## config.mk

```make
export PLATFORM = sky130hd
export DESIGN_NAME = alu_seq_muldiv
export DESIGN_NICKNAME = d
export VERILOG_FILES = /design/src/rtl/alu_pkg.sv /design/src/rtl/alu_muldiv_iter.sv /design/src/rtl/alu_seq_muldiv.sv
export SDC_FILE = /design/constraint.sdc
export NUM_CORES = 2
export LEC_CHECK = 0
export CORE_ASPECT_RATIO = 0.75
export CORE_MARGIN = 10
export CORE_UTILIZATION = 40
export CTS_CLUSTER_DIAMETER = 80
export CTS_CLUSTER_SIZE = 12
export DETAILED_ROUTE_END_ITERATION = 16
export PLACE_DENSITY = 0.57
export SLEW_MARGIN = 20
export SYNTH_ARGS = -nofsm -noshare
export SYNTH_HDL_FRONTEND = slang
export SYNTH_SLANG_ARGS = --single-unit
```

## constraint.sdc

```tcl
create_clock -name Clk -period 8.1 [get_ports Clk]
set_input_delay 0.81 -clock Clk [delete_from_list [all_inputs] [get_ports Clk]]
set_output_delay 0.81 -clock Clk [all_outputs]
set_load 0.005 [all_outputs]
```

## src/rtl/alu_pkg.sv

```systemverilog
// Shared op-code encodings, FSM states and op-class decode
// for the sequential mul/div EX-stage ALU.
package alu_pkg;

    localparam logic [5:0] OP_ADD   = 6'b100000;
    localparam logic [5:0] OP_SUB   = 6'b100010;
    localparam logic [5:0] OP_AND   = 6'b100100;
    localparam logic [5:0] OP_OR    = 6'b100101;
    localparam logic [5:0] OP_XOR   = 6'b100110;
    localparam logic [5:0] OP_NOR   = 6'b100111;
    localparam logic [5:0] OP_SLT   = 6'b101010;
    localparam logic [5:0] OP_SLL   = 6'b000000;
    localparam logic [5:0] OP_SRL   = 6'b000010;
    localparam logic [5:0] OP_SRA   = 6'b000011;
    localparam logic [5:0] OP_MULT  = 6'b011000;
    localparam logic [5:0] OP_MULTU = 6'b011001;
    localparam logic [5:0] OP_DIV   = 6'b011010;
    localparam logic [5:0] OP_DIVU  = 6'b011011;
    localparam logic [5:0] OP_MFHI  = 6'b010000;
    localparam logic [5:0] OP_MFLO  = 6'b010010;

    typedef enum logic [1:0] {
        IDLE,
        MUL,
        DIV,
        FIN
    } state_t;

    typedef enum logic [1:0] {
        CLS_ALU,
        CLS_MUL,
        CLS_DIV,
        CLS_ILL
    } op_class_t;

    function automatic op_class_t op_class(input logic [5:0] op);
        op_class_t c;
        case (op)
            OP_ADD, OP_SUB, OP_AND, OP_OR, OP_XOR, OP_NOR,
            OP_SLT, OP_SLL, OP_SRL, OP_SRA,
            OP_MFHI, OP_MFLO:   c = CLS_ALU;
            OP_MULT, OP_MULTU:  c = CLS_MUL;
            OP_DIV, OP_DIVU:    c = CLS_DIV;
            default:            c = CLS_ILL;
        endcase
        return c;
    endfunction

    function automatic logic op_signed(input logic [5:0] op);
        return (op == OP_MULT) || (op == OP_DIV);
    endfunction

endpackage

```

## src/rtl/alu_muldiv_iter.sv

```systemverilog
// Iterative shift-add multiplier and restoring divider on
// operand magnitudes, with sign fix applied to the final step.
module alu_muldiv_iter
    import alu_pkg::*;
#(
    parameter int WIDTH    = 32,
    parameter int MUL_STEP = 1
) (
    input  logic             clk,
    input  logic             rst_n,
    input  logic             go,
    input  logic             is_div,
    input  logic             sgn,
    input  logic [WIDTH-1:0] a,
    input  logic [WIDTH-1:0] b,
    output logic             fin,
    output logic [WIDTH-1:0] hi,
    output logic [WIDTH-1:0] lo,
    output logic             dbz
);

    localparam int CW = $clog2(WIDTH);
    localparam logic [CW-1:0] MUL_LAST = CW'(WIDTH / MUL_STEP - 1);
    localparam logic [CW-1:0] DIV_LAST = CW'(WIDTH - 1);

    logic               run;
    logic               mode_div;
    logic               neg_lo;
    logic               neg_hi;
    logic               zdiv;
    logic [CW-1:0]      cnt;
    logic [2*WIDTH-1:0] prod;
    logic [WIDTH-1:0]   rem;
    logic [WIDTH-1:0]   quo;
    logic [WIDTH-1:0]   dvs;
    logic [WIDTH-1:0]   a_q;

    logic               a_neg;
    logic               b_neg;
    logic [WIDTH-1:0]   a_mag;
    logic [WIDTH-1:0]   b_mag;

    logic [2*WIDTH-1:0] prod_n;
    logic [WIDTH:0]     sum;
    logic [WIDTH:0]     sh;
    logic [WIDTH:0]     dif;
    logic               ge;
    logic [WIDTH-1:0]   rem_n;
    logic [WIDTH-1:0]   quo_n;
    logic [2*WIDTH-1:0] full;

    assign a_neg = sgn & a[WIDTH-1];
    assign b_neg = sgn & b[WIDTH-1];
    assign a_mag = a_neg ? -a : a;
    assign b_mag = b_neg ? -b : b;

    // One iteration of either engine, then sign fix of the would-be result
    always_comb begin
        prod_n = prod;
        sum    = '0;
        for (int i = 0; i < MUL_STEP; i++) begin
            sum    = {1'b0, prod_n[2*WIDTH-1:WIDTH]}
                   + (prod_n[0] ? {1'b0, dvs} : '0);
            prod_n = {sum, prod_n[WIDTH-1:1]};
        end
        sh    = {rem, quo[WIDTH-1]};
        dif   = sh - {1'b0, dvs};
        ge    = (sh >= {1'b0, dvs});
        rem_n = ge ? dif[WIDTH-1:0] : sh[WIDTH-1:0];
        quo_n = {quo[WIDTH-2:0], ge};
        full  = neg_lo ? -prod_n : prod_n;
        if (mode_div) begin
            if (zdiv) begin
                lo = '1;
                hi = a_q;
            end else begin
                lo = neg_lo ? -quo_n : quo_n;
                hi = neg_hi ? -rem_n : rem_n;
            end
        end else begin
            lo = full[WIDTH-1:0];
            hi = full[2*WIDTH-1:WIDTH];
        end
    end

    assign fin = run && (cnt == (mode_div ? DIV_LAST : MUL_LAST));
    assign dbz = mode_div & zdiv;

    // Operand load on go, then one step per clock until the last count
    always_ff @(posedge clk or negedge rst_n) begin
        if (!rst_n) begin
            run      <= 1'b0;
            mode_div <= 1'b0;
            neg_lo   <= 1'b0;
            neg_hi   <= 1'b0;
            zdiv     <= 1'b0;
            cnt      <= '0;
            prod     <= '0;
            rem      <= '0;
            quo      <= '0;
            dvs      <= '0;
            a_q      <= '0;
        end else if (go) begin
            run      <= 1'b1;
            mode_div <= is_div;
            cnt      <= '0;
            a_q      <= a;
            zdiv     <= is_div && (b == '0);
            if (is_div) begin
                rem    <= '0;
                quo    <= a_mag;
                dvs    <= b_mag;
                neg_lo <= a_neg ^ b_neg;
                neg_hi <= a_neg;
            end else begin
                prod   <= {{WIDTH{1'b0}}, b_mag};
                dvs    <= a_mag;
                neg_lo <= a_neg ^ b_neg;
                neg_hi <= a_neg ^ b_neg;
            end
        end else if (run) begin
            cnt <= cnt + 1'b1;
            if (mode_div) begin
                rem <= rem_n;
                quo <= quo_n;
            end else begin
                prod <= prod_n;
            end
            if (fin) begin
                run <= 1'b0;
            end
        end
    end

endmodule

```

## src/rtl/alu_seq_muldiv.sv

```systemverilog
// EX-stage ALU: single-cycle ops plus iterative mul/div into
// HI/LO, behind a Start/Busy/Done handshake.
module alu_seq_muldiv
    import alu_pkg::*;
#(
    parameter int WIDTH    = 32,
    parameter int MUL_STEP = 1
) (
    input  logic             Clk,
    input  logic             Rst,
    input  logic             Start,
    input  logic [5:0]       ALUControl,
    input  logic [WIDTH-1:0] A,
    input  logic [WIDTH-1:0] B,
    output logic             Busy,
    output logic             Done,
    output logic [WIDTH-1:0] ALUResult,
    output logic             Zero,
    output logic             Overflow,
    output logic             DivByZero,
    output logic             IllegalOp
);

    localparam int SW = $clog2(WIDTH);

    state_t           state;
    op_class_t        cls;
    logic [WIDTH-1:0] hi;
    logic [WIDTH-1:0] lo;
    logic [WIDTH-1:0] sc_res;
    logic             sc_ovf;
    logic             sc_ill;
    logic [SW-1:0]    shamt;
    logic             idle;
    logic             go;
    logic             m_fin;
    logic             m_dbz;
    logic [WIDTH-1:0] m_hi;
    logic [WIDTH-1:0] m_lo;

    assign cls   = op_class(ALUControl);
    assign shamt = B[SW-1:0];
    assign idle  = (state == IDLE) || (state == FIN);
    assign go    = Start && idle
                && ((cls == CLS_MUL) || (cls == CLS_DIV));

    // Single-cycle result and flags for the requested op
    always_comb begin
        sc_res = '0;
        sc_ovf = 1'b0;
        sc_ill = 1'b0;
        case (ALUControl)
            OP_ADD: begin
                sc_res = A + B;
                sc_ovf = (A[WIDTH-1] == B[WIDTH-1])
                      && (sc_res[WIDTH-1] != A[WIDTH-1]);
            end
            OP_SUB: begin
                sc_res = A - B;
                sc_ovf = (A[WIDTH-1] != B[WIDTH-1])
                      && (sc_res[WIDTH-1] != A[WIDTH-1]);
            end
            OP_AND:  sc_res = A & B;
            OP_OR:   sc_res = A | B;
            OP_XOR:  sc_res = A ^ B;
            OP_NOR:  sc_res = ~(A | B);
            OP_SLT:  sc_res = {{(WIDTH-1){1'b0}},
                               ($signed(A) < $signed(B))};
            OP_SLL:  sc_res = A << shamt;
            OP_SRL:  sc_res = A >> shamt;
            OP_SRA:  sc_res = $unsigned($signed(A) >>> shamt);
            OP_MFHI: sc_res = hi;
            OP_MFLO: sc_res = lo;
            OP_MULT, OP_MULTU, OP_DIV, OP_DIVU: sc_res = '0;
            default: sc_ill = 1'b1;
        endcase
    end

    // Control FSM with registered handshake, result, flags and HI/LO
    always_ff @(posedge Clk or negedge Rst) begin
        if (!Rst) begin
            state     <= IDLE;
            Busy      <= 1'b0;
            Done      <= 1'b0;
            ALUResult <= '0;
            Zero      <= 1'b0;
            Overflow  <= 1'b0;
            DivByZero <= 1'b0;
            IllegalOp <= 1'b0;
            hi        <= '0;
            lo        <= '0;
        end else begin
            Done <= 1'b0;
            case (state)
                IDLE, FIN: begin
                    state <= IDLE;
                    if (Start) begin
                        case (cls)
                            CLS_MUL: begin
                                state <= MUL;
                                Busy  <= 1'b1;
                            end
                            CLS_DIV: begin
                                state <= DIV;
                                Busy  <= 1'b1;
                            end
                            default: begin
                                Done      <= 1'b1;
                                ALUResult <= sc_res;
                                Zero      <= (sc_res == '0);
                                Overflow  <= sc_ovf;
                                DivByZero <= 1'b0;
                                IllegalOp <= sc_ill;
                            end
                        endcase
                    end
                end
                MUL, DIV: begin
                    if (m_fin) begin
                        state     <= FIN;
                        Busy      <= 1'b0;
                        Done      <= 1'b1;
                        hi        <= m_hi;
                        lo        <= m_lo;
                        ALUResult <= m_lo;
                        Zero      <= (m_lo == '0);
                        Overflow  <= 1'b0;
                        DivByZero <= m_dbz;
                        IllegalOp <= 1'b0;
                    end
                end
                default: state <= IDLE;
            endcase
        end
    end

    alu_muldiv_iter #(
        .WIDTH    (WIDTH),
        .MUL_STEP (MUL_STEP)
    ) u_iter (
        .clk    (Clk),
        .rst_n  (Rst),
        .go     (go),
        .is_div (cls == CLS_DIV),
        .sgn    (op_signed(ALUControl)),
        .a      (A),
        .b      (B),
        .fin    (m_fin),
        .hi     (m_hi),
        .lo     (m_lo),
        .dbz    (m_dbz)
    );

endmodule

```

==> images/zoom.png <==
Window x 61 to 111, y 173 to 223 um. Cells in gray, sequential cells in the stronger gray; small squares are vias.
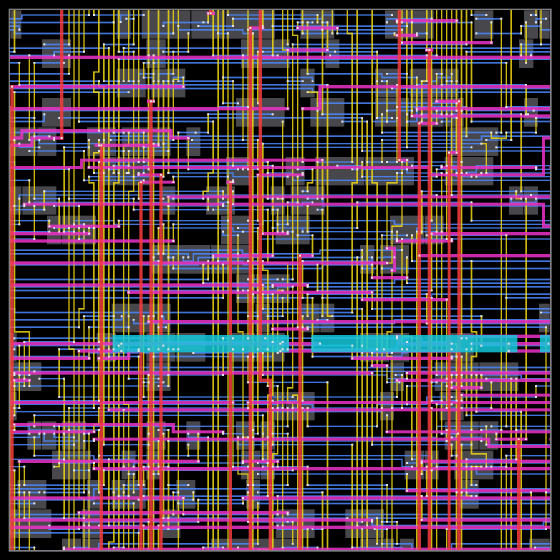
met1 -> blue
met5 -> cyan
met2 -> yellow
met4 -> red
met3 -> magenta
sequential cells in the window = 0
most frequent = nor2_1 (17), nand2_1 (12)
cells with their middle in the window = 112

==> images/final_clocks.png <==
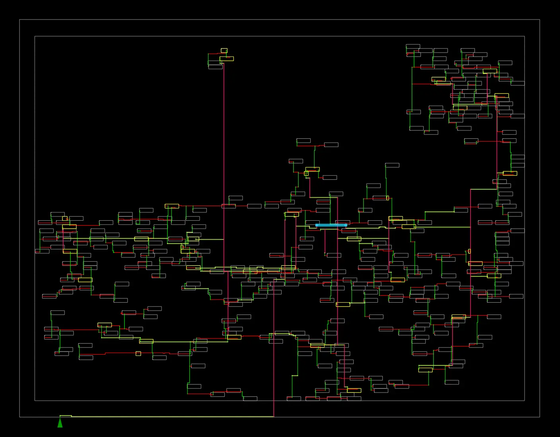
maximum clock skew at final layout: 58.2 ps
worst-skew pair later-pin latency: 670 ps

==> run summary <==
Number of sequential cells - 306
Total cells reported by yosys after synthesis - 4099
Required time at the endpoint of the critical path - 8680 ps
Area used by sequential logic in the layout - 7660 um^2
Run status - finished, final reports clean
Largest net degree at the start of global routing - 101
CP bufs+invs - 1
Multi-input gate area - 22500 um^2
Worst hold slack after final layout - 172 ps
Max H-tree Level - 1
Number of global-route vias before repair - 31415
Fraction of the core area occupied by cells at floorplan - 0.403
Critical path endpoint category - flip-flop
TritonCTS sink count - 306
Final std cell area, no fill - 34800 um^2
Final ANT Viol Nets - 0
Combinational share of cell area - 0.646
Area fraction in compound gates - 0.281
Fraction of power consumed by sequential logic - 0.270
Detailed-routed wire length on met3 - 23000 um
DRT Wirelength - 166000 um
Global routing usage on met1 - 0.511
Initial DRT Pass Iterations - 6
Data arrival time of the worst path - 7100 ps
Seq area share - 0.220
Setup slack, reg-to-reg - 1580 ps
Most used standard cells in the synthesized netlist - sky130_fd_sc_hd__nand2_1 (480), sky130_fd_sc_hd__o21ai_0 (390), sky130_fd_sc_hd__nor2_1 (309)
Minimum clock period - 6520 ps
Resized Gates After CTS - 0
CP startpoint kind - flip-flop
Seq pwr - 2.56 mW
Sum of routed wire segments on met1 - 74000 um
Maximum clock frequency - 0.153 GHz
Synthesized area - 31800 um^2
Switching component of the power - 4.92 mW
DR WL/cell - 32.5 um
==> images/pdn.png <==
Pins as bars on the die edge.
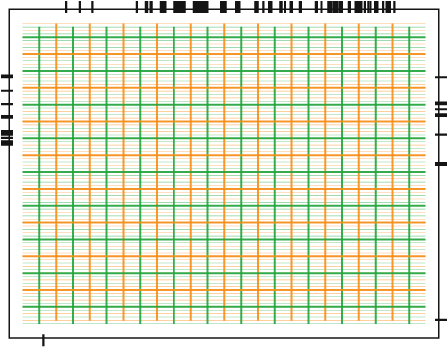
VDD -> orange
VSS -> green
rows = 89
met5 straps = 17
met1 rails = 90
signal pins = 111
met4 straps = 23

==> images/registers.png <==
Other sequential cells in the stronger gray, the rest of the logic in the fainter gray.
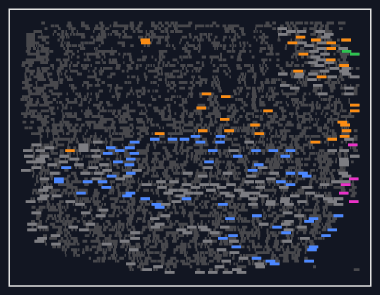
`u_iter.prod` -> blue  # flops 64
`lo` -> orange  # flops 32
`u_iter.cnt` -> magenta  # flops 5
`state` -> green  # flops 2

sequential cells by signal, indices dropped and copies added, names as in the netlist:
signal,cells
ALUResult,32
Busy,1
DivByZero,1
Done,1
IllegalOp,1
Overflow,1
Zero,1
hi,32
lo,32
state,2
u_iter.a_q,32
u_iter.cnt,5
u_iter.dvs,32
u_iter.mode_div,1
u_iter.neg_hi,1
u_iter.neg_lo,1
u_iter.prod,64
u_iter.quo,32
u_iter.rem,32
u_iter.run,1
u_iter.zdiv,1
worst reg2reg max path, cell delays in order (launching register included):
cell and delay, ps:
sky130_fd_sc_hd__dfrtp_1 470, sky130_fd_sc_hd__ha_1 410, sky130_fd_sc_hd__a21oi_1 180, sky130_fd_sc_hd__nor2b_1 100, sky130_fd_sc_hd__nor4b_2 540, sky130_fd_sc_hd__o211ai_1 360
sky130_fd_sc_hd__nand3_1 210, sky130_fd_sc_hd__nand2_2 200, sky130_fd_sc_hd__clkinv_1 130, sky130_fd_sc_hd__ha_1 190, sky130_fd_sc_hd__nor2b_1 190, sky130_fd_sc_hd__nand4_1 490
sky130_fd_sc_hd__or3_4 620, sky130_fd_sc_hd__o31ai_4 190, sky130_fd_sc_hd__xor2_1 200, sky130_fd_sc_hd__a22oi_1 120, sky130_fd_sc_hd__or4b_1 520, sky130_fd_sc_hd__or4_1 420
sky130_fd_sc_hd__o21ba_1 230, sky130_fd_sc_hd__nand4_1 90, sky130_fd_sc_hd__or4_1 530, sky130_fd_sc_hd__o211ai_2 90
how the worst max path moves through the flow:
stage,startpoint,depth (start not counted),end
after global placement,u_iter.rem[2],21,Zero
final,u_iter.rem[2],21,Zero
after detailed placement,u_iter.rem[2],21,Zero
after floorplan,u_iter.rem[2],23,Zero
after global routing,u_iter.rem[2],21,Zero
after CTS,u_iter.rem[2],21,Zero
Power is estimated from default activity; no workload was simulated.
